### Metal layers overlaid, run 1

Scale bar: 20 um.
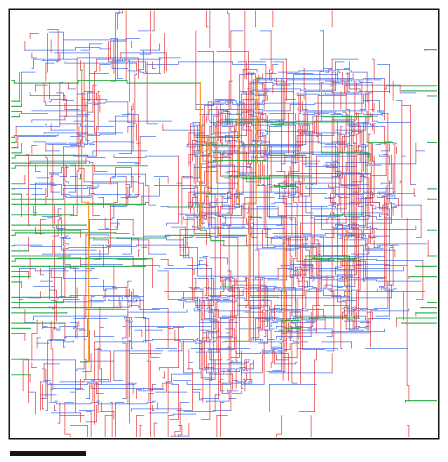
### Ports around the boundary, run 1

Pins as bars across the die edge, other pins in gray.
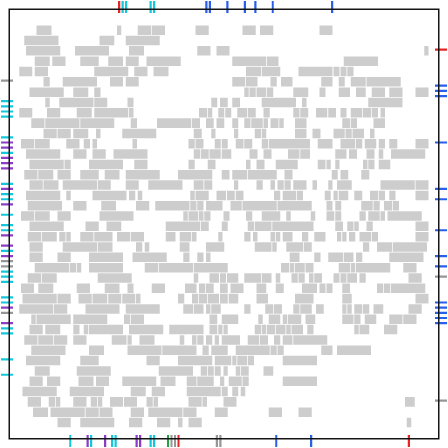
### Nets reached from selected ports, run 1

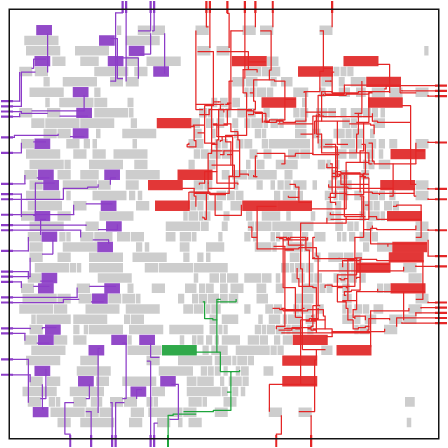
### config.mk
export PLATFORM = sky130hd
export DESIGN_NAME = flash_audio_reader_flat
export DESIGN_NICKNAME = d
export VERILOG_FILES = /design/src/rtl/flash_audio_reader_if.sv /design/src/rtl/flash_audio_reader.sv /design/src/flat_wrapper.sv
export SDC_FILE = /design/constraint.sdc
export NUM_CORES = 1
export LEC_CHECK = 0
export CORE_MARGIN = 2
export CORE_UTILIZATION = 40
export CTS_BUF_LIST = sky130_fd_sc_hd__clkbuf_8
export DETAILED_ROUTE_END_ITERATION = 12
export GPL_ROUTABILITY_DRIVEN = 0
export SYNTH_ARGS = -nofsm -noshare
export SYNTH_HDL_FRONTEND = slang
export SYNTH_SLANG_ARGS = --single-unit
### constraint.sdc
create_clock -name clk -period 5.69 [get_ports clk]
set_input_delay 1.707 -clock clk [delete_from_list [all_inputs] [get_ports clk]]
set_output_delay 1.707 -clock clk [all_outputs]
set_load 0.02 [all_outputs]
### src/rtl/flash_audio_reader_if.sv
// Avalon-MM read-only port between the audio reader and the external flash.
// Latency: none, wires only.
// Backpressure: the slave holds waitrequest=1 until it accepts a read.
interface flash_audio_reader_if;
   logic        read;
   logic [22:0] address;
   logic [3:0]  byteenable;
   logic        waitrequest;
   logic        readdatavalid;
   logic [31:0] readdata;

   modport master (
      output read, address, byteenable,
      input  waitrequest, readdatavalid, readdata
   );

   modport slave (
      input  read, address, byteenable,
      output waitrequest, readdatavalid, readdata
   );
endinterface

### src/rtl/flash_audio_reader.sv
// Fetches 32-bit flash words and plays each one out as two 16-bit samples, one per sample_tick.
// Latency: a sample appears one cycle after the tick; a word fetch needs at least three cycles.
// Backpressure: read/address held while waitrequest=1; a tick with no buffered word pulses underrun.
module flash_audio_reader #(
   parameter logic [22:0] BASE       = 23'd0,
   parameter logic [21:0] MAX_OFFSET = 22'h7FFFF
) (
   input  logic                        clk,
   input  logic                        reset,
   input  logic                        play,
   input  logic                        reverse,
   input  logic                        restart,
   input  logic                        sample_tick,
   flash_audio_reader_if.master        flash_mem,
   output logic [15:0]                 sample_out,
   output logic                        sample_valid,
   output logic                        underrun
);
   localparam logic [22:0] LAST = BASE + {1'b0, MAX_OFFSET};

   typedef enum logic [1:0] {FETCH, WAIT_DATA, READY} state_t;

   state_t      state, state_n;
   logic [22:0] addr, addr_n;
   logic [22:0] tgt, tgt_n;          // restart target parked while a read is still waiting
   logic [31:0] word, word_n;
   logic        half, half_n;        // 1 once the first half of the word has been played
   logic        word_rev, word_rev_n; // direction the current word started in
   logic        discard, discard_n;  // outstanding read belongs to the pre-restart stream
   logic        rd, rd_n;
   logic [15:0] samp_n;
   logic        samp_vld_n, und_n;
   logic [22:0] restart_addr, step_addr;
   logic        accept, serve;

   assign restart_addr = reverse ? LAST : BASE;
   assign accept       = rd && !flash_mem.waitrequest;
   assign serve        = play && sample_tick && !restart;

   assign flash_mem.read       = rd;
   assign flash_mem.address    = addr;
   assign flash_mem.byteenable = 4'hF;

   // Next word address with wrap-around at both ends of the window.
   always_comb begin
      if (reverse)
         step_addr = (addr == BASE) ? LAST : addr - 23'd1;
      else
         step_addr = (addr == LAST) ? BASE : addr + 23'd1;
   end

   // Next-state, address sequencing and sample selection.
   always_comb begin
      state_n    = state;
      addr_n     = addr;
      tgt_n      = tgt;
      word_n     = word;
      half_n     = half;
      word_rev_n = word_rev;
      discard_n  = discard;
      samp_n     = sample_out;
      samp_vld_n = 1'b0;
      und_n      = 1'b0;

      if (restart)
         half_n = 1'b0;

      case (state)
         FETCH: begin
            if (serve)
               und_n = 1'b1;
            if (accept) begin
               state_n = WAIT_DATA;
               // Read is gone now, so the address may move to the restart target.
               if (restart) begin
                  discard_n = 1'b1;
                  addr_n    = restart_addr;
               end else if (discard) begin
                  addr_n = tgt;
               end
            end else if (restart) begin
               if (rd) begin
                  // Address must stay put until the slave takes the read.
                  discard_n = 1'b1;
                  tgt_n     = restart_addr;
               end else begin
                  addr_n = restart_addr;
               end
            end
         end

         WAIT_DATA: begin
            if (serve)
               und_n = 1'b1;
            if (restart) begin
               discard_n = 1'b1;
               addr_n    = restart_addr;
            end
            if (flash_mem.readdatavalid) begin
               if (discard || restart) begin
                  state_n   = FETCH;
                  discard_n = 1'b0;
               end else begin
                  word_n  = flash_mem.readdata;
                  state_n = READY;
               end
            end
         end

         READY: begin
            if (restart) begin
               state_n = FETCH;
               addr_n  = restart_addr;
            end else if (play && sample_tick) begin
               samp_vld_n = 1'b1;
               if (!half) begin
                  word_rev_n = reverse;
                  samp_n     = reverse ? word[31:16] : word[15:0];
                  half_n     = 1'b1;
               end else begin
                  samp_n  = word_rev ? word[15:0] : word[31:16];
                  half_n  = 1'b0;
                  state_n = FETCH;
                  addr_n  = step_addr;
               end
            end
         end

         default: state_n = FETCH;
      endcase

      rd_n = (state_n == FETCH);
   end

   // State and output registers.
   always_ff @(posedge clk or negedge reset) begin
      if (!reset) begin
         state        <= FETCH;
         addr         <= BASE;
         tgt          <= BASE;
         word         <= 32'd0;
         half         <= 1'b0;
         word_rev     <= 1'b0;
         discard      <= 1'b0;
         rd           <= 1'b0;
         sample_out   <= 16'd0;
         sample_valid <= 1'b0;
         underrun     <= 1'b0;
      end else begin
         state        <= state_n;
         addr         <= addr_n;
         tgt          <= tgt_n;
         word         <= word_n;
         half         <= half_n;
         word_rev     <= word_rev_n;
         discard      <= discard_n;
         rd           <= rd_n;
         sample_out   <= samp_n;
         sample_valid <= samp_vld_n;
         underrun     <= und_n;
      end
   end
endmodule

### src/flat_wrapper.sv
// flat-port wrapper written by rule: the top's interface ports become plain ports
module flash_audio_reader_flat 
#(
   parameter logic [22:0] BASE       = 23'd0,
   parameter logic [21:0] MAX_OFFSET = 22'h7FFFF
)
  (clk, reset, play, reverse, restart, sample_tick, sample_out, sample_valid, underrun, flash_mem_read, flash_mem_address, flash_mem_byteenable, flash_mem_waitrequest, flash_mem_readdatavalid, flash_mem_readdata);
  flash_audio_reader_if flash_mem_i ();
  input  logic clk;
  input  logic reset;
  input  logic play;
  input  logic reverse;
  input  logic restart;
  input  logic sample_tick;
  output logic [15:0] sample_out;
  output logic sample_valid;
  output logic underrun;
  output wire logic [$bits(flash_mem_i.read)-1:0] flash_mem_read;
  output wire logic [$bits(flash_mem_i.address)-1:0] flash_mem_address;
  output wire logic [$bits(flash_mem_i.byteenable)-1:0] flash_mem_byteenable;
  input wire logic [$bits(flash_mem_i.waitrequest)-1:0] flash_mem_waitrequest;
  input wire logic [$bits(flash_mem_i.readdatavalid)-1:0] flash_mem_readdatavalid;
  input wire logic [$bits(flash_mem_i.readdata)-1:0] flash_mem_readdata;
  assign flash_mem_read = flash_mem_i.read;
  assign flash_mem_address = flash_mem_i.address;
  assign flash_mem_byteenable = flash_mem_i.byteenable;
  assign flash_mem_i.waitrequest = flash_mem_waitrequest;
  assign flash_mem_i.readdatavalid = flash_mem_readdatavalid;
  assign flash_mem_i.readdata = flash_mem_readdata;
  flash_audio_reader #(.BASE(BASE), .MAX_OFFSET(MAX_OFFSET)) u_core (.clk(clk), .reset(reset), .play(play), .reverse(reverse), .restart(restart), .sample_tick(sample_tick), .flash_mem(flash_mem_i), .sample_out(sample_out), .sample_valid(sample_valid), .underrun(underrun));
endmodule
==> Slide: Implementation Results, run 1 <==
Key Metrics from the Run

Critical path
  – Worst EP arrival: around 4.3 ns
  – Element type at the critical path end: register
  – Number of cells on the critical path: 7
  – Crit path max-delay cell type: sky130_fd_sc_hd__clkdlybuf4s50_1
  – Worst r2r path cells: 7
  – Reg2Reg Capture Point: u_core.flash_mem.address[7]
  – Delay of the slowest cell on the worst path: between 0.8 and 0.9 ns
  – Type of the worst setup path: input pin to register

Hold path
  – Startpoint of the most critical hold path: u_core.sample_out[7]

Timing
  – RSZ-0062 raised after global routing: false
  – Post-layout period usage of the worst path: a little under three quarters
  – Slew headroom: about 31%
  – Slew Limit Fails: 0

Drt
  – Met3 Wirelength: approximately 970 um
  – First DRT Iteration DRCs: between 200 and 250
  – Total Wirelength: 12560 um
  – Post-detailed-route count of antenna-violating nets: 0

Logic synthesis
  – Prevailing logic family in the synthesized netlist: simple AND/OR/NAND/NOR gates
  – Post-synth top area cell: sky130_fd_sc_hd__dfrtp_1
  – Gate count of the mapped netlist: slightly above 500
  – Mean cell area of the mapped netlist: between 9 and 10 um2
  – Yosys xor share: 3.146%
  – Compound-cell area share of the yosys netlist: between 15 and 20%

Power and ir drop
  – Leakage power of the design: around 0.0023 uW
  – Portion of total power attributed to sequential cells: between 30% and 40%
  – Sequential power: 1130 uW
  – Power consumed by combinational cells: around 1400 uW

Clocking
  – Source-to-sink clock delay at the later pin of the worst-skew pair: 0.37 ns
  – Cts-stage hold buffer count: 0
  – Clock tree root buffer cell: sky130_fd_sc_hd__clkbuf_8
  – Worst-case clock buffer depth: 2

Final layout
  – Most instantiated logic cells after routing: 80 x sky130_fd_sc_hd__clkdlybuf4s50_1, 80 x sky130_fd_sc_hd__dfrtp_1, 49 x sky130_fd_sc_hd__o21ai_0, 43 x sky130_fd_sc_hd__nand2_1, 32 x sky130_fd_sc_hd__mux2_2
  – Proportion of cell area occupied by multi-input gates: a little over two fifths
  – Final standard cell count with taps included and fillers excluded: 707
  – Largest contributor to cell area by class: combinational gates

GRT
  – GR Util met3: around 5.8%
  – Global-route total usage across every layer: 20.24%
  – Initial antenna violation count: 0
  – First-pass GRT wire length: around 21000 um

Outcome
  – Outcome: finished, final reports clean

Flow run
  – Tally of OpenROAD warnings: 31

Floorplan
  – Total core area: about 11000 um2

Place
  – Post-Place Setup Slack: about 1.3 ns
-- 'Metal layers overlaid' (at the start) --
Key: red = metal 2 [wire length 5830 um]; green = metal 3 [wire length 971 um]; orange = metal 4 [wire length 330 um]; blue = metal 1 [wire length 5430 um]

-- 'Ports around the boundary' (at the start) --
Key: green = `flash_mem_read` [pins 1, direction output, edge south]; purple = `sample_out` [pins 16, direction output, edge 12 west, 4 south]; red = `flash_mem_byteenable` [pins 4, direction output, edge 2 south, 1 east, 1 north]; cyan = `flash_mem_readdata` [pins 32, direction input, edge 22 west, 6 south, 4 north]; blue = `flash_mem_address` [pins 23, direction output, edge 14 east, 7 north, 2 south]
port bufs: 81
chip height: 112.8 um
Die Wd: 112.8 um

-- 'Nets reached from selected ports' (at the start) --
Key: green = `flash_mem_read` [bits 1, direction output, edge south, end cells 1, buffers 1, wire 83.2 um]; purple = `flash_mem_readdata` [bits 32, direction input, edge 22 west, 6 south, 4 north, end cells 32, buffers 32, wire 621 um]; red = `flash_mem_address` [bits 23, direction output, edge 14 east, 7 north, 2 south, end cells 23, buffers 23, wire 1970 um]
IO Count: 86

-- run 1: Yosys cell counts, drive strengths merged (4+ instances only) --
| master | number |
|---|---|
| a21o | 4 |
| or4 | 7 |
| nand4 | 8 |
| mux2i | 18 |
| or3 | 6 |
| ha | 7 |
| clkbuf | 35 |
| dfrtp | 80 |
| nor4 | 14 |
| nand3 | 26 |
| nand2b | 6 |
| mux2 | 32 |
| nor3 | 17 |
| o22ai | 6 |
| inv | 13 |
| a31oi | 10 |
| and3 | 6 |
| o21ai | 49 |
| o221a | 6 |
| nor2 | 21 |
| nand2 | 43 |
| xor2 | 10 |
| o31ai | 8 |
| xnor2 | 7 |
| a21oi | 20 |
| buf | 10 |
### Clock network drawn from the DEF, run 1

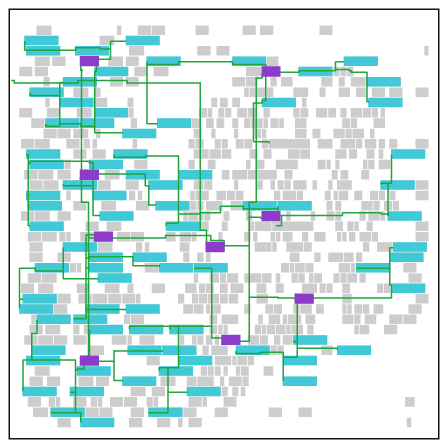

==> inputs of run 2 (changes only) <==
==> constraint.sdc (replaced) <==
create_clock -name clk -period 4 [get_ports clk]
set_input_delay 1.2 -clock clk [delete_from_list [all_inputs] [get_ports clk]]
set_output_delay 1.2 -clock clk [all_outputs]
set_load 0.02 [all_outputs]
### Clock network drawn from the DEF, run 2

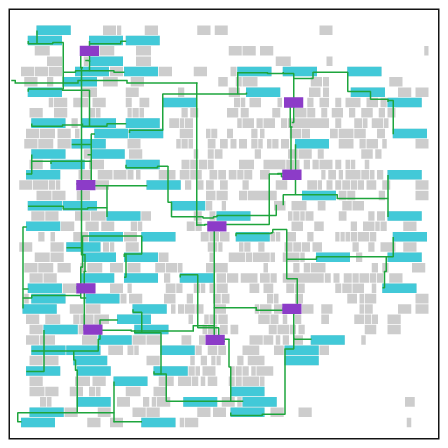
Key: purple = clock drivers [count 9]; cyan = flip-flops [count 80]; green = clock wires [length 1210 um]
There are 10 routed clock nets.

==> Slide: Implementation Results, run 2 <==
Key Metrics from the Run

Logic synthesis
  – Leading post-synthesis cells by instance count: 80 x sky130_fd_sc_hd__dfrtp_1, 49 x sky130_fd_sc_hd__o21ai_0, 43 x sky130_fd_sc_hd__nand2_1
  – Yosys xor share: roughly 3.1%
  – Compound-cell area share of the yosys netlist: between 10% and 20%
  – Gate count of the mapped netlist: 504
  – Mean cell area of the mapped netlist: around 9.4 um2
  – Post-synth top area cell: sky130_fd_sc_hd__dfrtp_1
  – Most repeated cell in the gate-level netlist after synthesis: sky130_fd_sc_hd__dfrtp_1
  – AND/OR/NAND/NOR Cells, Area Fraction: between 10% and 20%

Outcome
  – Outcome: finished, final reports clean

Critical path
  – Element type at the critical path end: register
  – Type of the worst setup path: input pin to register
  – Number of cells on the critical path: 8
  – Delay of the slowest cell on the worst path: a little over 0.6 ns
  – Reg2Reg Capture Point: u_core.flash_mem.address[12]
  – Worst r2r path cells: 6
  – Worst EP arrival: approximately 3.6 ns

Place
  – Post-Place Setup Slack: 0.3121 ns
  – Port bufs: 81

Timing
  – Slew Limit Fails: 0
  – Post-layout period usage of the worst path: 83.13%
  – RSZ-0062 raised after global routing: false

Floorplan
  – Chip height: roughly 110 um
  – Total core area: roughly 11000 um2
  – Die Wd: between 100 and 150 um
  – IO Count: about 86

Drt
  – Post-detailed-route count of antenna-violating nets: 0
  – First DRT Iteration DRCs: ~290
  – Total Wirelength: about 13000 um

Power and ir drop
  – Proportion of total power due to net switching: a little over two fifths
  – Sequential power: about 1600 uW
  – Portion of total power attributed to sequential cells: about 38%
  – Power consumed by combinational cells: around 2000 uW
  – Leakage power of the design: approximately 0.0024 uW

Hold path
  – Startpoint of the most critical hold path: u_core.sample_out[13]

GRT
  – First-pass GRT wire length: 21450 um
  – Global-route total usage across every layer: between 20% and 30%
  – Initial antenna violation count: 0

Flow run
  – Tally of OpenROAD warnings: 31

Clocking
  – Worst-case clock buffer depth: 2
  – Cts-stage hold buffer count: 0

Final layout
  – Most instantiated logic cells after routing: 80 x sky130_fd_sc_hd__clkdlybuf4s50_1, 80 x sky130_fd_sc_hd__dfrtp_1, 49 x sky130_fd_sc_hd__o21ai_0, 43 x sky130_fd_sc_hd__nand2_1, 32 x sky130_fd_sc_hd__mux2_2
  – Final standard cell count with taps included and fillers excluded: a little over 700
[run 2: per-layer routing]
metal  global-route usage (%)  share of wire, %
met1                    27.24                43
met2                    34.17                48
met3                    5.410               7.3
met4                    7.480               1.3
met5                        0                 0
[run 2: area by class of cell]
class / instances / area (um2)
Sequential cell: 80 / 2002
Inverter: 13 / 48.80
Timing Repair Buffer: 97 / 928.4
Tap cell: 143 / 178.9
Clock inverter: 7 / 88.84
Clock buffer: 9 / 123.9
Fill cell: 1094 / 5602
Multi-Input combinational cell: 369 / 2495
[run 2: kinds of logic (layout without fill, tap and decap cells)]
kind of cell    count (synthesis)  in the layout
flops                          80             80
compound gates                127            127
fa+ha+maj                       7              7
simple gates                  164            164
other cells                     1              4
xor+xnor                       17             17
buf+inv                        58            126
mux                            50             50
Power is estimated from default activity; no workload was simulated.
